### config.mk
export PLATFORM = sky130hd
export DESIGN_NAME = mat_nbr_fetch
export DESIGN_NICKNAME = d
export VERILOG_FILES = /design/src/rtl/mat_nbr_fetch_pkg.sv /design/src/rtl/mat_nbr_fetch_fb_nbr_addr.sv /design/src/rtl/mat_nbr_fetch.sv
export SDC_FILE = /design/constraint.sdc
export NUM_CORES = 1
export LEC_CHECK = 0
export CORE_AREA = 2 2 118 120
export CTS_BUF_LIST = sky130_fd_sc_hd__clkbuf_4 sky130_fd_sc_hd__clkbuf_8 sky130_fd_sc_hd__clkbuf_16
export DETAILED_ROUTE_END_ITERATION = 10
export DIE_AREA = 0 0 120 122
export PLACE_DENSITY = 0.77
export SYNTH_ARGS = -nofsm -noshare
export SYNTH_HDL_FRONTEND = slang
export SYNTH_SLANG_ARGS = --single-unit
### constraint.sdc
create_clock -name clk -period 9.8 [get_ports clk]
set_input_delay 1.96 -clock clk [delete_from_list [all_inputs] [get_ports clk]]
set_output_delay 1.96 -clock clk [all_outputs]
set_load 0.02 [all_outputs]
### src/rtl/mat_nbr_fetch_pkg.sv
// Shared FAST9 fetch definitions: frame geometry, widths, FSM encodings and the
// neighbour offset table used by the read sequencer.
package mat_nbr_fetch_pkg;

  localparam int unsigned COLUMNS = 180;
  localparam int unsigned ROWS    = 120;
  localparam int unsigned ADDR_W  = 15;
  localparam int unsigned PIX_W   = 8;
  localparam int unsigned NBR_CNT = 9;

  localparam logic [1:0] IDLE  = 2'd0;
  localparam logic [1:0] ISSUE = 2'd1;
  localparam logic [1:0] DRAIN = 2'd2;
  localparam logic [1:0] HOLD  = 2'd3;

  typedef struct packed {
    logic       valid;
    logic [3:0] idx;
  } rdTag_t;

  // Adjacency order 0..7 clockwise from north, index 8 is the centre.
  function automatic logic [ADDR_W-1:0] nbrOfs(input logic [3:0] idx);
    case (idx)
      4'd0:    nbrOfs = ADDR_W'(-180);
      4'd1:    nbrOfs = ADDR_W'(-179);
      4'd2:    nbrOfs = ADDR_W'(1);
      4'd3:    nbrOfs = ADDR_W'(181);
      4'd4:    nbrOfs = ADDR_W'(180);
      4'd5:    nbrOfs = ADDR_W'(179);
      4'd6:    nbrOfs = ADDR_W'(-1);
      4'd7:    nbrOfs = ADDR_W'(-181);
      default: nbrOfs = '0;
    endcase
  endfunction

  // row*180 + col as shift-add: 180 = 128 + 32 + 16 + 4.
  function automatic logic [ADDR_W-1:0] refAddrOf(input logic [6:0] row, input logic [7:0] col);
    logic [ADDR_W-1:0] r;
    r = {8'b0, row};
    refAddrOf = (r << 7) + (r << 5) + (r << 4) + (r << 2) + {7'b0, col};
  endfunction

  function automatic logic isBorder(input logic [6:0] row, input logic [7:0] col);
    isBorder = (row == 7'd0) || (row >= 7'(ROWS - 1)) ||
               (col == 8'd0) || (col >= 8'(COLUMNS - 1));
  endfunction

endpackage

### src/rtl/mat_nbr_fetch_fb_nbr_addr.sv
// Combinational neighbour address generator: reference address plus the
// table offset for the current fetch index, wrapping in 15-bit arithmetic.
module mat_nbr_fetch_fb_nbr_addr
  import mat_nbr_fetch_pkg::*;
(
  input  logic [ADDR_W-1:0] refAddr,
  input  logic [3:0]        idx,
  output logic [ADDR_W-1:0] fbAddr
);

  assign fbAddr = refAddr + nbrOfs(idx);

endmodule

### src/rtl/mat_nbr_fetch.sv
// FAST9 neighbour fetch sequencer: issues nine frame buffer reads around a
// reference point and presents the returned pixels as one handshaked bundle.
module mat_nbr_fetch
  import mat_nbr_fetch_pkg::*;
#(
  parameter int unsigned FB_LAT = 1
) (
  input  logic                 clk,
  input  logic                 reset,
  input  logic                 reqValid,
  output logic                 reqReady,
  input  logic [6:0]           refRow,
  input  logic [7:0]           refCol,
  output logic                 fbRd,
  output logic [ADDR_W-1:0]    fbAddr,
  input  logic [PIX_W-1:0]     fbData,
  output logic                 outValid,
  input  logic                 outReady,
  output logic [8*PIX_W-1:0]   outNbr,
  output logic [PIX_W-1:0]     outCenter,
  output logic                 outBorder
);

  logic [1:0]        stateQ, stateD;
  logic [3:0]        idxQ;
  logic [ADDR_W-1:0] refAddrQ;
  logic [ADDR_W-1:0] rdAddr;
  logic              borderQ;
  rdTag_t            tagQ [FB_LAT];
  rdTag_t            tagOut;
  logic [PIX_W-1:0]  pixQ [NBR_CNT];
  logic              accept;
  logic              reqBorder;
  logic              lastBack;
  logic              handshake;

  assign reqReady  = (stateQ == IDLE);
  assign accept    = reqValid && reqReady;
  assign reqBorder = isBorder(refRow, refCol);
  assign tagOut    = tagQ[FB_LAT-1];
  assign lastBack  = tagOut.valid && (tagOut.idx == 4'd8);
  assign outValid  = (stateQ == HOLD);
  assign handshake = outValid && outReady;

  always_comb begin
    stateD = stateQ;
    case (stateQ)
      IDLE:    if (accept) stateD = reqBorder ? HOLD : ISSUE;
      ISSUE:   if (idxQ == 4'd8) stateD = DRAIN;
      DRAIN:   if (lastBack) stateD = HOLD;
      HOLD:    if (outReady) stateD = IDLE;
      default: stateD = IDLE;
    endcase
  end

  mat_nbr_fetch_fb_nbr_addr uAddr (
    .refAddr (refAddrQ),
    .idx     (idxQ),
    .fbAddr  (rdAddr)
  );

  assign fbRd   = (stateQ == ISSUE);
  assign fbAddr = fbRd ? rdAddr : '0;

  always_ff @(posedge clk or posedge reset) begin
    if (reset) begin
      stateQ   <= IDLE;
      idxQ     <= '0;
      refAddrQ <= '0;
      borderQ  <= 1'b0;
      for (int i = 0; i < FB_LAT; i++) tagQ[i] <= '0;
      for (int k = 0; k < NBR_CNT; k++) pixQ[k] <= '0;
    end else begin
      stateQ <= stateD;
      if (accept) begin
        idxQ     <= '0;
        refAddrQ <= refAddrOf(refRow, refCol);
        borderQ  <= reqBorder;
      end else if (stateQ == ISSUE) begin
        idxQ <= idxQ + 4'd1;
      end
      if (handshake) borderQ <= 1'b0;

      // Tag travels alongside the read so the return lands in the right slot.
      tagQ[0] <= '{valid: (stateQ == ISSUE), idx: idxQ};
      for (int i = 1; i < FB_LAT; i++) tagQ[i] <= tagQ[i-1];

      // Slots are wiped on every accept so a bundle never carries stale pixels.
      for (int k = 0; k < NBR_CNT; k++) begin
        if (accept) begin
          pixQ[k] <= '0;
        end else if (tagOut.valid && (tagOut.idx == 4'(k))) begin
          pixQ[k] <= fbData;
        end
      end
    end
  end

  always_comb begin
    outNbr = '0;
    for (int k = 0; k < 8; k++) outNbr[k*PIX_W +: PIX_W] = pixQ[k];
  end

  assign outCenter = pixQ[8];
  assign outBorder = borderQ;

endmodule

==> flow report <==
FINAL LAYOUT
--------------------------------------------------------------------------------------
Nets                                                                               797

CLOCK NETWORK
--------------------------------------------------------------------------------------
Clock slew at the register clock pins of the worst setup and hold paths        0.07 ns
CTS Root Buffer Type                                                         clkbuf_16
Post_cts resized                                                                     0

DRT
--------------------------------------------------------------------------------------
Via-to-Cell Ratio                                                                 5.36
DRC marker count from the first detailed-route iteration                           376

YOSYS
--------------------------------------------------------------------------------------
Mapped Avg Cell Area                                                        10.0 sq um
Post-synth top area share                                                        41.0%
Unique cell types                                                                   56
Number of cells in Yosys stat                                                      603
Fraction of synthesis flops using an asynchronous set or reset pin                100%

GLOBAL ROUTE
--------------------------------------------------------------------------------------
Total routing resource utilization after global routing                          20.2%
GRT Residual Overflow                                                                0
Number of global-route vias before repair                                         4738

STATUS
--------------------------------------------------------------------------------------
Outcome                                                                   finished, final reports clean

TIMING
--------------------------------------------------------------------------------------
Final Cycle Share                                                                58.9%
RSZ-0062 raised after global routing                                             false
Worst slew margin relative to its limit                                          37.3%
Max Clock Freq                                                               0.173 GHz

CRITICAL PATH
--------------------------------------------------------------------------------------
Largest driver fanout on the critical path                                           9
Worst Path Buf+Inv                                                                   1
Critical Path Source Type                                                         flop
Worst setup path start                                                         idxQ[1]
Critical path data arrival time                                                3.81 ns

FLOORPLAN
--------------------------------------------------------------------------------------
Floorplan-stage core utilization                                                 44.7%

HOLD PATH
--------------------------------------------------------------------------------------
Kind of path behind the tightest hold check                                 reg -> reg

PWR
--------------------------------------------------------------------------------------
Leakage power                                                                  3.75 nW

-- flip-flops by register name (all words and copies together) (netlist names) --
signal / cells
outBorder: 1
outNbr: 64
outCenter: 8
tagOut: 5
refAddrQ: 15
idxQ: 4
stateQ: 2
-- area by class of cell --
cell class,instances,area share (%)
tap,180,2.94
timing repair buffer,120,15.6
clock inverter,7,1.18
clock buffer,9,2.94
sequential,99,32.4
inverter,36,1.78
multi-input combinational,436,43.2
-- Yosys cell counts (4+ instances only) --
| cell | count |
|---|---|
| dfrtp_1 | 99 |
| nor2_1 | 99 |
| mux2i_1 | 77 |
| ha_1 | 54 |
| nand2_1 | 40 |
| inv_1 | 36 |
| clkbuf_1 | 26 |
| a21oi_1 | 19 |
| fa_1 | 14 |
| nand3_1 | 12 |
| o21ai_0 | 9 |
| o21ai_1 | 8 |
| a21o_1 | 7 |
| nor3_1 | 7 |
| and2_1 | 5 |
| buf_2 | 5 |
| nor2b_1 | 5 |
| xor2_1 | 5 |
| and3_1 | 4 |
| nor3b_1 | 4 |
| o21a_1 | 4 |
| o31ai_1 | 4 |
| or3_1 | 4 |
| xnor2_1 | 4 |
-- per-layer routing --
metal / up-vias / track usage [%] / share of wire (%)
met3: 14 / 3.18 / 5.3
met4: 0 / 4.56 / 1.3
li1: 2273 / - / -
met5: - / 0 / 0
met1: 2320 / 26.9 / 44
met2: 150 / 35.0 / 50
-- where the power goes --
| group | leakage [nW] | total [W] | internal (W) | switching [W] |
|---|---|---|---|---|
| registers | 1.33 | 0.000634 | 0.000538 | 0.0000956 |
| logic | 2.27 | 0.00134 | 0.000590 | 0.000751 |
| clock network | 0.156 | 0.000369 | 0.000205 | 0.000164 |
-- cells by family after synthesis --
logic type	share of synthesized area, %
AND/OR/NAND/NOR	15.1
AND-OR/OR-AND	9.24
buffers and inverters	4.33
flip-flops	41.0
adder cells (fa/ha/maj)	15.8
XOR/XNOR	1.30
multiplexers	13.2
-- per-stage QoR --
stage / std cells / total power, W
floorplan: 603 / 0.00151
global placement: 871 / 0.00192
detailed placement: 871 / 0.00198
CTS: 887 / 0.00236
global route: 887 / 0.00252
finish: 887 / 0.00234
-- worst paths after layout --
kind                       slack, ns  cells after the start          end
max reg2reg                     7.40                      6    stateQ[1]
min                             0.50                      2  refAddrQ[8]
max in group asynchronous       6.62                      3   outNbr[11]
min reg2reg                     0.50                      2  refAddrQ[8]
min in group asynchronous       2.03                      2   outNbr[44]
max                             4.03                      9    fbAddr[9]
-- worst register-to-register path, delay by kind of cell, from the launching register on --
kind | cells | cell delay (ns)
adder cells (fa/ha/maj) | 1 | 0.71
buffers and inverters | 2 | 0.45
flip-flops | 1 | 0.42
multiplexers | 1 | 0.34
AND-OR/OR-AND | 2 | 0.37
Fig. 1: track usage over the die
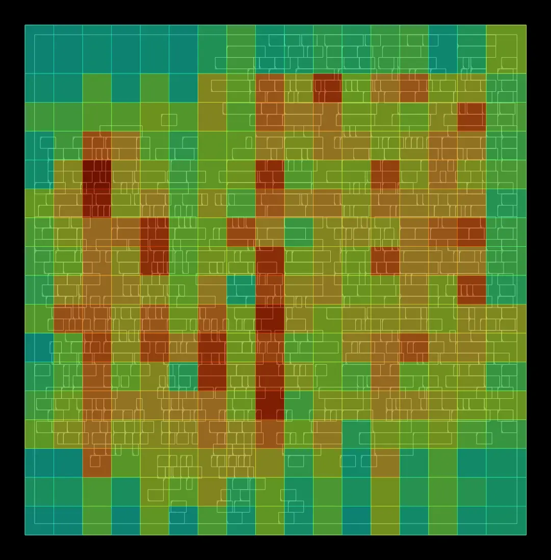
WL/cell: 16.5 microns
Top Usage Layer GRT: met2

Fig. 2: gate-type map
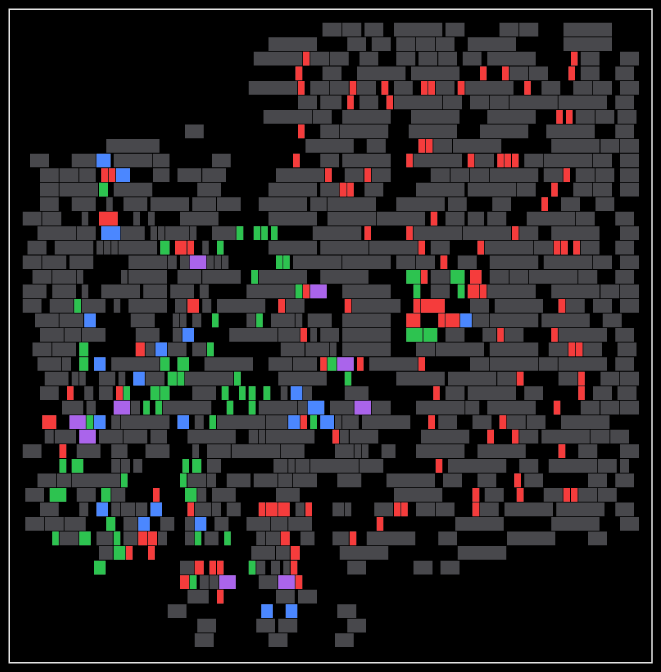
xor and xnor cells: shown in purple, cells 9, most used xor2_1. and/or cells: shown in blue, cells 21. nor cells: shown in red, cells 117, most used nor2_1, where spread over the die. nand cells: shown in green, cells 63, most used nand2_1.
combinational share of cell area: 43.2%
leading cell type in the layout, fill and taps excluded: clkdlybuf4s50_1
fin cells: 887

Fig. 3: routed clock nets over the placement
Scale bar: 20 microns.
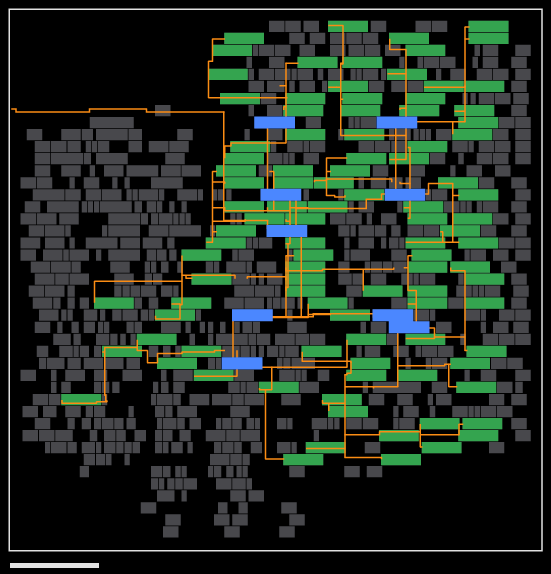
clock-net drivers: shown in blue, count 9. flip-flops: shown in green, count 99. clock wires: shown in orange, length 1110 microns.
There are 10 routed clock nets.
Insertion Delay late pin: 0.34 ns
final worst clock skew: 0.00726 ns
Clock power frac: 15.7%
Clk. pwr: 0.000369 W

No activity file was given, so power comes from the tool's default toggle rates.
